File: src/rtl/spell_mem_arbiter.sv
// Round-robin arbiter sharing the spell_mem port between the CPU and DBG requesters.
// Optional BUSY watchdog: define SPELL_ARB_TIMEOUT_EN to abort stalled accesses after TIMEOUT_CYCLES.
module spell_mem_arbiter #(
    parameter logic [7:0] TIMEOUT_CYCLES = 8'd255
) (
    input  logic       clk,
    input  logic       rst_n,
    input  logic       cpu_req,
    input  logic [7:0] cpu_addr,
    input  logic [7:0] cpu_wdata,
    input  logic       cpu_type_data,
    input  logic       cpu_write,
    output logic       cpu_ack,
    output logic       cpu_err,
    output logic [7:0] cpu_rdata,
    input  logic       dbg_req,
    input  logic [7:0] dbg_addr,
    input  logic [7:0] dbg_wdata,
    input  logic       dbg_type_data,
    input  logic       dbg_write,
    output logic       dbg_ack,
    output logic       dbg_err,
    output logic [7:0] dbg_rdata,
    output logic       mem_select,
    output logic [7:0] mem_addr,
    output logic [7:0] mem_data_in,
    output logic       mem_type_data,
    output logic       mem_write,
    input  logic [7:0] mem_data_out,
    input  logic       mem_data_ready,
    output logic       busy,
    output logic       owner
);

    typedef enum logic [1:0] {
        IDLE = 2'b00,
        BUSY = 2'b01,
        RESP = 2'b10
    } state_t;

    state_t     state, state_nxt;
    logic       owner_nxt;
    logic       sel_nxt;
    logic [7:0] addr_nxt;
    logic [7:0] wdata_nxt;
    logic       type_nxt;
    logic       write_nxt;
    logic [7:0] rdata, rdata_nxt;
    logic       cpu_ack_nxt, dbg_ack_nxt;
    logic       pick_dbg;

`ifdef SPELL_ARB_TIMEOUT_EN
    logic [7:0] tmo_cnt, tmo_cnt_nxt;
    logic       cpu_err_nxt, dbg_err_nxt;
`else
    logic       unused_timeout;
    assign unused_timeout = ^TIMEOUT_CYCLES;
    assign cpu_err = 1'b0;
    assign dbg_err = 1'b0;
`endif

    // On a tie the port that did not win last time gets the grant
    assign pick_dbg = dbg_req & (~cpu_req | ~owner);

    always_ff @(posedge clk or negedge rst_n) begin
        if (!rst_n) begin
            state         <= IDLE;
            owner         <= 1'b1;
            mem_select    <= 1'b0;
            mem_addr      <= 8'h00;
            mem_data_in   <= 8'h00;
            mem_type_data <= 1'b0;
            mem_write     <= 1'b0;
            rdata         <= 8'h00;
            cpu_ack       <= 1'b0;
            dbg_ack       <= 1'b0;
`ifdef SPELL_ARB_TIMEOUT_EN
            tmo_cnt       <= 8'h00;
            cpu_err       <= 1'b0;
            dbg_err       <= 1'b0;
`endif
        end else begin
            state         <= state_nxt;
            owner         <= owner_nxt;
            mem_select    <= sel_nxt;
            mem_addr      <= addr_nxt;
            mem_data_in   <= wdata_nxt;
            mem_type_data <= type_nxt;
            mem_write     <= write_nxt;
            rdata         <= rdata_nxt;
            cpu_ack       <= cpu_ack_nxt;
            dbg_ack       <= dbg_ack_nxt;
`ifdef SPELL_ARB_TIMEOUT_EN
            tmo_cnt       <= tmo_cnt_nxt;
            cpu_err       <= cpu_err_nxt;
            dbg_err       <= dbg_err_nxt;
`endif
        end
    end

    always_comb begin
        state_nxt   = state;
        owner_nxt   = owner;
        sel_nxt     = mem_select;
        addr_nxt    = mem_addr;
        wdata_nxt   = mem_data_in;
        type_nxt    = mem_type_data;
        write_nxt   = mem_write;
        rdata_nxt   = rdata;
        cpu_ack_nxt = 1'b0;
        dbg_ack_nxt = 1'b0;
`ifdef SPELL_ARB_TIMEOUT_EN
        tmo_cnt_nxt = tmo_cnt;
        cpu_err_nxt = 1'b0;
        dbg_err_nxt = 1'b0;
`endif
        case (state)
            IDLE: begin
                if (cpu_req || dbg_req) begin
                    owner_nxt = pick_dbg;
                    sel_nxt   = 1'b1;
                    addr_nxt  = pick_dbg ? dbg_addr      : cpu_addr;
                    wdata_nxt = pick_dbg ? dbg_wdata     : cpu_wdata;
                    type_nxt  = pick_dbg ? dbg_type_data : cpu_type_data;
                    write_nxt = pick_dbg ? dbg_write     : cpu_write;
                    state_nxt = BUSY;
`ifdef SPELL_ARB_TIMEOUT_EN
                    tmo_cnt_nxt = 8'h00;
`endif
                end
            end
            BUSY: begin
                if (mem_data_ready) begin
                    rdata_nxt   = mem_write ? 8'h00 : mem_data_out;
                    sel_nxt     = 1'b0;
                    write_nxt   = 1'b0;
                    cpu_ack_nxt = ~owner;
                    dbg_ack_nxt = owner;
                    state_nxt   = RESP;
                end
`ifdef SPELL_ARB_TIMEOUT_EN
                // Ready has priority, so a late response on the final cycle is not reported as an error
                else if (tmo_cnt == TIMEOUT_CYCLES - 8'd1) begin
                    rdata_nxt   = 8'h00;
                    sel_nxt     = 1'b0;
                    write_nxt   = 1'b0;
                    cpu_ack_nxt = ~owner;
                    dbg_ack_nxt = owner;
                    cpu_err_nxt = ~owner;
                    dbg_err_nxt = owner;
                    state_nxt   = RESP;
                end else begin
                    tmo_cnt_nxt = tmo_cnt + 8'd1;
                end
`endif
            end
            RESP: state_nxt = IDLE;
            default: state_nxt = IDLE;
        endcase
    end

    assign busy      = (state != IDLE);
    assign cpu_rdata = rdata;
    assign dbg_rdata = rdata;

endmodule

File: config.mk
export PLATFORM = sky130hd
export DESIGN_NAME = spell_mem_arbiter
export DESIGN_NICKNAME = d
export VERILOG_FILES = /design/src/rtl/spell_mem_arbiter.sv
export SDC_FILE = /design/constraint.sdc
export NUM_CORES = 1
export LEC_CHECK = 0
export ABC_AREA = 1
export CAP_MARGIN = 20
export CORE_MARGIN = 10
export CORE_UTILIZATION = 39
export DETAILED_ROUTE_END_ITERATION = 10
export MAX_ROUTING_LAYER = met4
export PLACE_DENSITY = 0.8
export SETUP_SLACK_MARGIN = 0.05
export SLEW_MARGIN = 20
export SYNTH_ARGS = -nofsm -noshare
export SYNTH_HDL_FRONTEND = slang
export SYNTH_SLANG_ARGS = --single-unit
File: constraint.sdc
create_clock -name clk -period 1.65 [get_ports clk]
set_clock_uncertainty 0.1 [all_clocks]
set_input_delay 0.495 -clock clk [delete_from_list [all_inputs] [get_ports clk]]
set_output_delay 0.495 -clock clk [all_outputs]
set_load 0.1 [all_outputs]
==> run_results.csv, run 1 <==
group,metric,value,unit
run_status,outcome,"finished, violations left",
run_status,failed_checks,"negative setup slack",
yosys,post_synth_seq_share,47.4,%
global_routing,gr-usage-met3,5.96,%
placement,detailedPlacementHpwl,4460,um
yosys,yosys-stat-cells,223,
sta,final.setup.worst_slack,-33.0,ps
sta,grt_setup_unrepaired,"yes",
clock_tree,tritoncts,"built",
routing,detail_route.drc_violations,0,
yosys,ys.warnings.count,0,
placement,gpl.final_weighted_congestion,0.756,
routing,ant_nets_after_route,0,
sta,setup_viol,1,
global_routing,grt_first_pass_wirelength,9470,um
cells_and_area,fin_nets,366,
cells_and_area,antenna-diode-count,0,
worst_setup_path,critical_path.reg2reg.endpoint,"mem_data_in[0]",
yosys,ys_top_cells_by_count,"nand2_1, inv_1, nand3_1",
yosys,yosysTopAreaCell,"dfrtp_1",
global_routing,grt_met2_use,26.8,%
yosys,ys_ff,32,
floorplan,floorplan.die.height,85.8,um
floorplan,die.size.x,85.8,um
global_routing,gr-usage-met1,17.8,%
clock_tree,clock_tree_root_driver_cell,"clkbuf_8",
yosys,netlist_area,0.00169,mm2
placement,post_dp_cell_area,0.00304,mm2
sta,achievable-frequency,0.594,GHz
global_routing,grt_most_used_layer,"met2",
sta,worst_hold_check_slack,443,ps
placement,port-buffer-count,87,
global_routing,grt_start_max_net_pins,33,
worst_setup_path,highest_net_fanout_along_the_worst_path,2,
routing,initialDrtViolationCount,66,
yosys,asyncSetResetFlopFracSynth,100,%
global_routing,antenna_found_initial,0,
## run 1: how the worst max path moves through the flow
stage                             from             end  depth (start not counted)
after floorplan           cpu_rdata[0]    dbg_rdata[0]                          1
after global routing             owner           owner                          1
after global placement         cpu_req  mem_data_in[1]                          5
final                            owner           owner                          1
after CTS                        owner           owner                          1
after detailed placement       dbg_req  mem_data_in[0]                          7
## run 1: sequential cells by signal, summed over array words and instances (netlist names)
register	flops
mem_type_data	1
cpu_ack	1
mem_select	1
owner	1
mem_addr	8
mem_data_in	8
dbg_ack	1
cpu_rdata	8
state	2
mem_write	1
## run 1: routing by layer
layer	share of wire (%)	wire (um)
met1	40	2310
met2	51	2950
met3	7.4	427
met4	1.9	112
met5	0	0
## run 1: cell usage in the layout (no fill, tap or decap), drive strengths merged
cell and count:
nand2 77, buf 57, clkdlybuf4s50 47, inv 40
nand3 38, dfrtp 31, o21ai 11, clkbuf 8
nor2 5, conb 2, dlymetal6s2s 1, dfstp 1
## run 1: cells by family after synthesis
kind of cell           after synthesis  share of synthesized area (%)
other                                1                          0.222
DFF                                 32                           47.4
AOI/OAI and AO/OA                   11                           3.48
and+or+nand+nor                    120                           31.8
buffers and inverters               59                           17.1
## run 1: through the flow
| stage | TNS, ps | std cells | setup WS, ps |
|---|---|---|---|
| 5_1_grt | -56.8 | 368 | -56.8 |
| 6_report | -33.0 | 368 | -33.0 |
| 3_5_place_dp | -3770 | 354 | -235 |
| 4_1_cts | -43.0 | 366 | -43.0 |
| 2_1_floorplan | 0 | 224 | 8.68 |
| 3_3_place_gp | -3120 | 354 | -175 |
## run 1: area by class of cell
class                      instances  area [um2]
sequential                        32         833
multi-input combinational        133         632
clock buffer                       8        90.1
timing repair buffer             105        1450
inverter                          40         150
tap                               50        62.6
fill                             266         866
Run 1, clock nets:
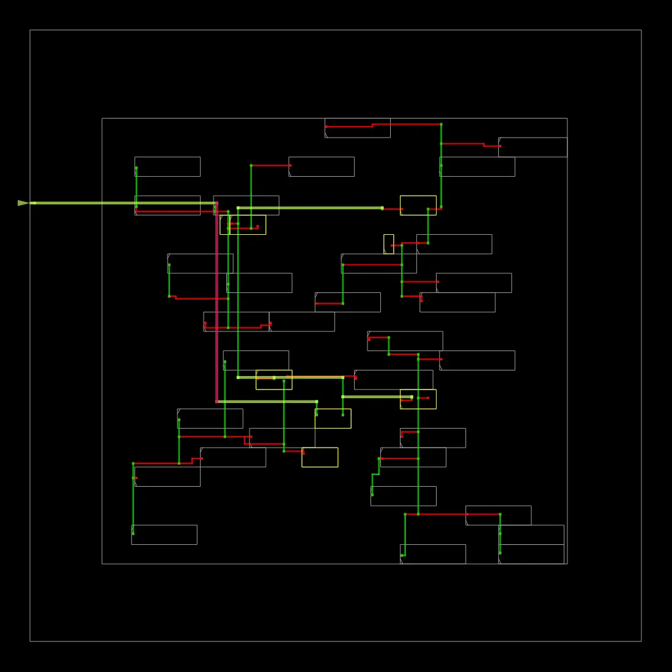
number of clock buffers in the layout: 8
flip-flops: 32

Run 1, gate families picked out:
Drawn at 3 px/um.
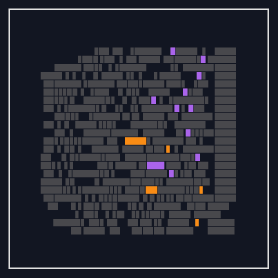
Orange shows NOR gates, cells 5. Purple shows inverting AOI/OAI gates, cells 11.
fraction of area in multi-input gates: 19.6%
most used logic cell in the final layout: nand2_1

Run 1, metal layers overlaid:
Drawn at 6 px/um.
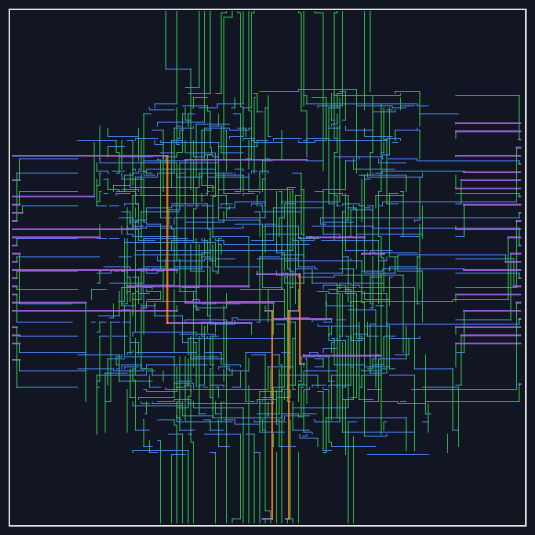
Purple shows metal 3, wire length 428 um. Green shows metal 2, wire length 2950 um. Orange shows metal 4, wire length 112 um. Blue shows metal 1, wire length 2310 um.
routed via count: 1759
Routed WL: 5800 um
aggregate global-route resource usage: 16.1%
wire per inst: 15.8 um

Run 1, supply network:
Drawn at 4 px/um. Pins as bars on the die edge.
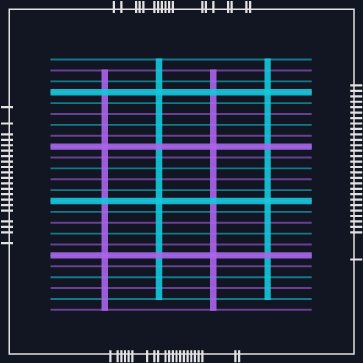
Purple shows VSS. Cyan shows VDD.
4 straps on met4. The core has 23 rows. 4 straps on met5. 90 signal pins sit on the boundary. 24 met1 rails follow the rows.
Std-Cell Core Area: 0.00409 mm2

==> inputs of run 2 (changes only) <==
--- a/config.mk
+++ b/config.mk
@@ -17,3 +17,4 @@
 export SYNTH_ARGS = -nofsm -noshare
 export SYNTH_HDL_FRONTEND = slang
 export SYNTH_SLANG_ARGS = --single-unit
+export TNS_END_PERCENT = 1
Run 2, gate families picked out:
Drawn at 3 px/um.
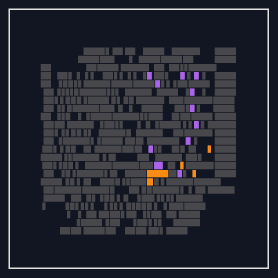
Orange shows NOR gates, cells 5. Purple shows inverting AOI/OAI gates, cells 11.
post-route insts no fill: 362
fraction of area in multi-input gates: 19.7%

==> run 2 against run 1 <==
  * The flow still finishes with violations (negative setup slack)
  * Final cell count decreased by 1.6%
  * Via count fell by 6.7%
  * Routed wire length fell by 9.8%
==> run_results.csv, run 2 <==
group,metric,value,unit
routing,routed_wl,5230,um
global_routing,gr-usage-met1,15.7,%
worst_setup_path,highest_net_fanout_along_the_worst_path,2,
yosys,ys.warnings.count,0,
cells_and_area,antenna-diode-count,0,
yosys,yosysTopAreaCell,"dfrtp_1",
placement,port-buffer-count,87,
yosys,netlist_area,0.00169,mm2
sta,setup_viol,1,
routing,met2WireLength,2750,um
cells_and_area,layout.cells.most_common,"nand2_1",
cells_and_area,layout_top_cells_excl_fill_tap,"nand2_1, clkdlybuf4s50_1, buf_12, inv_1, nand3_1",
yosys,ys_ff,32,
placement,gpl.final_weighted_congestion,0.759,
clock_tree,tritoncts,"built",
placement,detailedPlacementHpwl,4310,um
global_routing,gr-usage-met3,6.24,%
routing,met1_routed_length,2040,um
yosys,ys_top_cells_by_count,"nand2_1, inv_1, nand3_1",
routing,detail_route.drc_violations,0,
global_routing,grt_met2_use,25.0,%
run_status,failed_checks,"negative setup slack",
routing,initialDrtViolationCount,61,
floorplan,core_area,0.00409,mm2
routing,ant_nets_after_route,0,
routing,met3WireLength,397,um
cells_and_area,final.fill_count,282,
cells_and_area,fin_nets,360,
yosys,asyncSetResetFlopFracSynth,100,%
routing,detailroute.via_count,1641,
routing,top_layer_used,"met4",
clock_tree,clock_tree_root_driver_cell,"clkbuf_8",
placement,dpl_ws,-251,ps
global_routing,grt_most_used_layer,"met2",
routing,detail_route.wl_per_cell,14.5,um
sta,final.setup.worst_slack,-31.2,ps
run_status,outcome,"finished, violations left",
Run 2, supply network:
Drawn at 4 px/um. Pins as bars on the die edge.
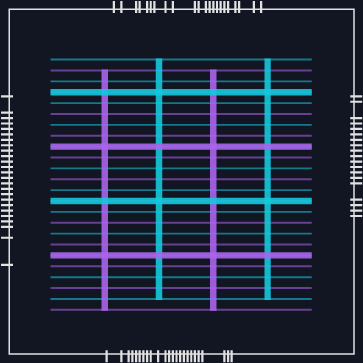
Cyan shows VDD. Purple shows VSS.
The core has 23 rows. 90 signal pins sit on the boundary. 4 straps on met4. 4 straps on met5.
die span in x: 85.8 um
die span in y: 85.8 um

==> run 2: cell counts after synthesis <==
No cell type changed its count.
==> run 2: kinds of logic (layout without fill, tap and decap cells) <==
group,after synthesis,count (layout),synth area share [%]
and+or+nand+nor,120,120,31.8
DFF,32,32,47.4
AOI/OAI and AO/OA,11,11,3.48
other,1,2,0.222
buffers and inverters,59,147,17.1
==> run 2: worst register-to-register path, cell delays in order (launching register included) <==
cell     delay [ps]
dfstp_4         630
buf_4           140
nand2_4          80
nand2_4         200
nand2_1         100
nand3_1          90
nand2_1          60
==> run 2: path summary, 6_finish.rpt <==
check                                start           end  slack, ps  depth (start not counted)
worst min-delay path            mem_select    mem_select        430                          2
worst min register to register  mem_select    mem_select        430                          2
worst max-delay path                 owner         owner        -30                          1
worst max register to register       owner   mem_addr[0]        150                          6
max in group asynchronous            rst_n         owner        720                          2
min in group asynchronous            rst_n  cpu_rdata[7]        480                          2
==> run 2: layout make-up <==
cell class	count	area, um2	share of cell area [%]
clock buffers	8	90.1	2.91
inverters	40	150	4.85
multi-input cells	133	611	19.7
flip-flops and latches	32	816	26.4
well taps	50	62.6	2.02
repair buffers	99	1360	44.1
==> run 2: metrics by stage <==
stage | utilization, % | area (um2) | TNS [ps] | hold slack, ps
finish | 75.7 | 3090 | -31.2 | 435
global route | 75.7 | 3090 | -91.4 | 458
CTS | 75.5 | 3080 | -36.8 | 438
detailed placement | 72.9 | 2980 | -4340 | 423
global placement | 72.9 | 2980 | -3520 | 417
floorplan | - | 1710 | 0 | 99.4
==> run 2: repair_timing <==
action | 4_1_cts | 5_1_grt
setup endpoints to repair | 3 | 19
setup buffers | 1 | 0
resized | 4 | 3
pin swaps | 0 | 0
==> inputs of run 3 (changes only) <==
--- a/config.mk
+++ b/config.mk
@@ -9,7 +9,9 @@
 export CAP_MARGIN = 20
 export CORE_MARGIN = 10
 export CORE_UTILIZATION = 39
+export CTS_CLUSTER_SIZE = 10
 export DETAILED_ROUTE_END_ITERATION = 10
+export GPL_ROUTABILITY_DRIVEN = 0
 export MAX_ROUTING_LAYER = met4
 export PLACE_DENSITY = 0.8
 export SETUP_SLACK_MARGIN = 0.05
Run 3, supply network:
Drawn at 4 px/um. Pins as bars on the die edge.
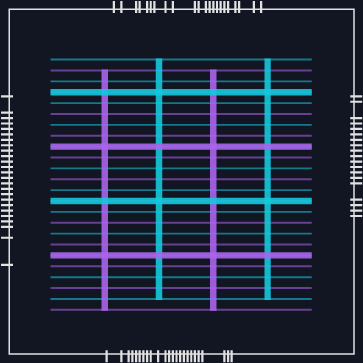
Purple shows VSS. Cyan shows VDD.
The core has 23 rows. 24 met1 rails follow the rows. 4 straps on met4. 90 signal pins sit on the boundary. 4 straps on met5.

==> run 3 against run 2 <==
  * The run still ends with negative setup slack left
  * Register-to-register slack barely moved
  * Critical path depth stayed put
  * Sequential cell count stayed put
  * Clock-buffer cell count unchanged
  * Die size did not move
  * Critical endpoint unchanged
==> run_results.csv, run 3 <==
group,metric,value,unit
cells_and_area,antenna-diode-count,0,
placement,detailedPlacementHpwl,4310,um
floorplan,floorplan.die.height,85.8,um
flow_run,tool_warnings,29,
sta,final_hold_viol_count,0,
cells_and_area,fin_nets,360,
global_routing,gr-usage-met3,6.24,%
global_routing,grt_start_max_net_pins,20,
cells_and_area,layout.area.comb,611,um2
yosys,netlist_area,0.00169,mm2
floorplan,die.size.x,85.8,um
worst_setup_path,worst-path-stages,1,
routing,detail_route.wl_per_cell,14.5,um
floorplan,die_area,0.00737,mm2
cells_and_area,final-instance-count-excl-fill,362,
placement,port-buffer-count,87,
worst_setup_path,reg2reg_depth,6,
yosys,ys_ff,32,
global_routing,grt_most_used_layer,"met2",
worst_setup_path,worst-endpoint-required,1050,ps
global_routing,grt_met2_use,25.0,%
routing,detail_route.vias_per_cell,4.53,
cells_and_area,register_area,816,um2
sta,setup-tns-final,-31.2,ps
global_routing,gr-usage-met1,15.7,%
sta,final.setup.worst_slack,-31.2,ps
routing,met2WireLength,2750,um
sta,achievable-frequency,0.595,GHz
sta,setup_viol,1,
routing,detail_route.drc_violations,0,
run_status,outcome,"finished, violations left",
cells_and_area,final.fill_count,282,
cells_and_area,layout.cells.most_common,"nand2_1",
clock_tree,tritoncts,"built",
run_status,failed_checks,"negative setup slack",
worst_setup_path,highest_net_fanout_along_the_worst_path,2,
floorplan,core_area,0.00409,mm2
routing,met1_routed_length,2040,um
yosys,ys.warnings.count,0,
placement,dpl_ws,-251,ps
routing,top_layer_used,"met4",
yosys,ys_top_cells_by_count,"nand2_1, inv_1, nand3_1",
Run 3, metal layers overlaid:
Drawn at 6 px/um.
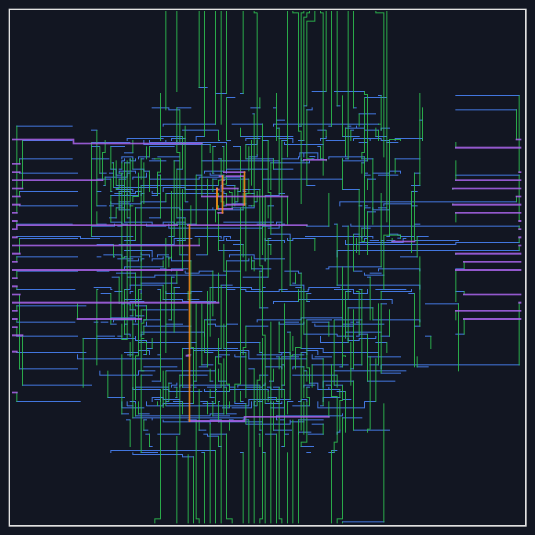
Purple shows metal 3, wire length 398 um. Blue shows metal 1, wire length 2040 um. Orange shows metal 4, wire length 47.6 um. Green shows metal 2, wire length 2750 um.
routed via count: 1641
Routed WL: 5230 um
aggregate global-route resource usage: 14.8%

## run 3: cell counts in the layout (fill, tap and decap cells not counted)
No cell type changed its count.
## run 3: what timing repair did
item,CTS,global route
hold buffers,0,0
resized,4,3
endpoints found under the setup margin,3,19
setup buffers,1,0
## run 3: cell type report
cell class / count / area share (%)
inverters: 40 / 4.85
repair buffers: 99 / 44.1
well taps: 50 / 2.02
flip-flops and latches: 32 / 26.4
clock buffers: 8 / 2.91
multi-input cells: 133 / 19.7
## run 3: worst paths after layout
kind / from / endpoint / slack [ps]
min reg2reg: mem_select / mem_select / 430
max: owner / owner / -30
max reg2reg: owner / mem_addr[0] / 150
min in group asynchronous: rst_n / cpu_rdata[7] / 480
min: mem_select / mem_select / 430
max in group asynchronous: rst_n / owner / 720
## run 3: metrics by stage
step	util, %	cell area (um2)	hold WS, ps
floorplan	-	1710	99.4
CTS	75.5	3080	438
detailed placement	72.9	2980	423
global placement	72.9	2980	417
global route	75.7	3090	458
finish	75.7	3090	435
## run 3: logic make-up (layout without fill, tap and decap cells)
kind of cell | count (synthesis) | in the layout | share of synthesized area (%)
AND-OR/OR-AND | 11 | 11 | 3.48
buffers and inverters | 59 | 147 | 17.1
AND/OR/NAND/NOR | 120 | 120 | 31.8
other | 1 | 2 | 0.222
flip-flops | 32 | 32 | 47.4
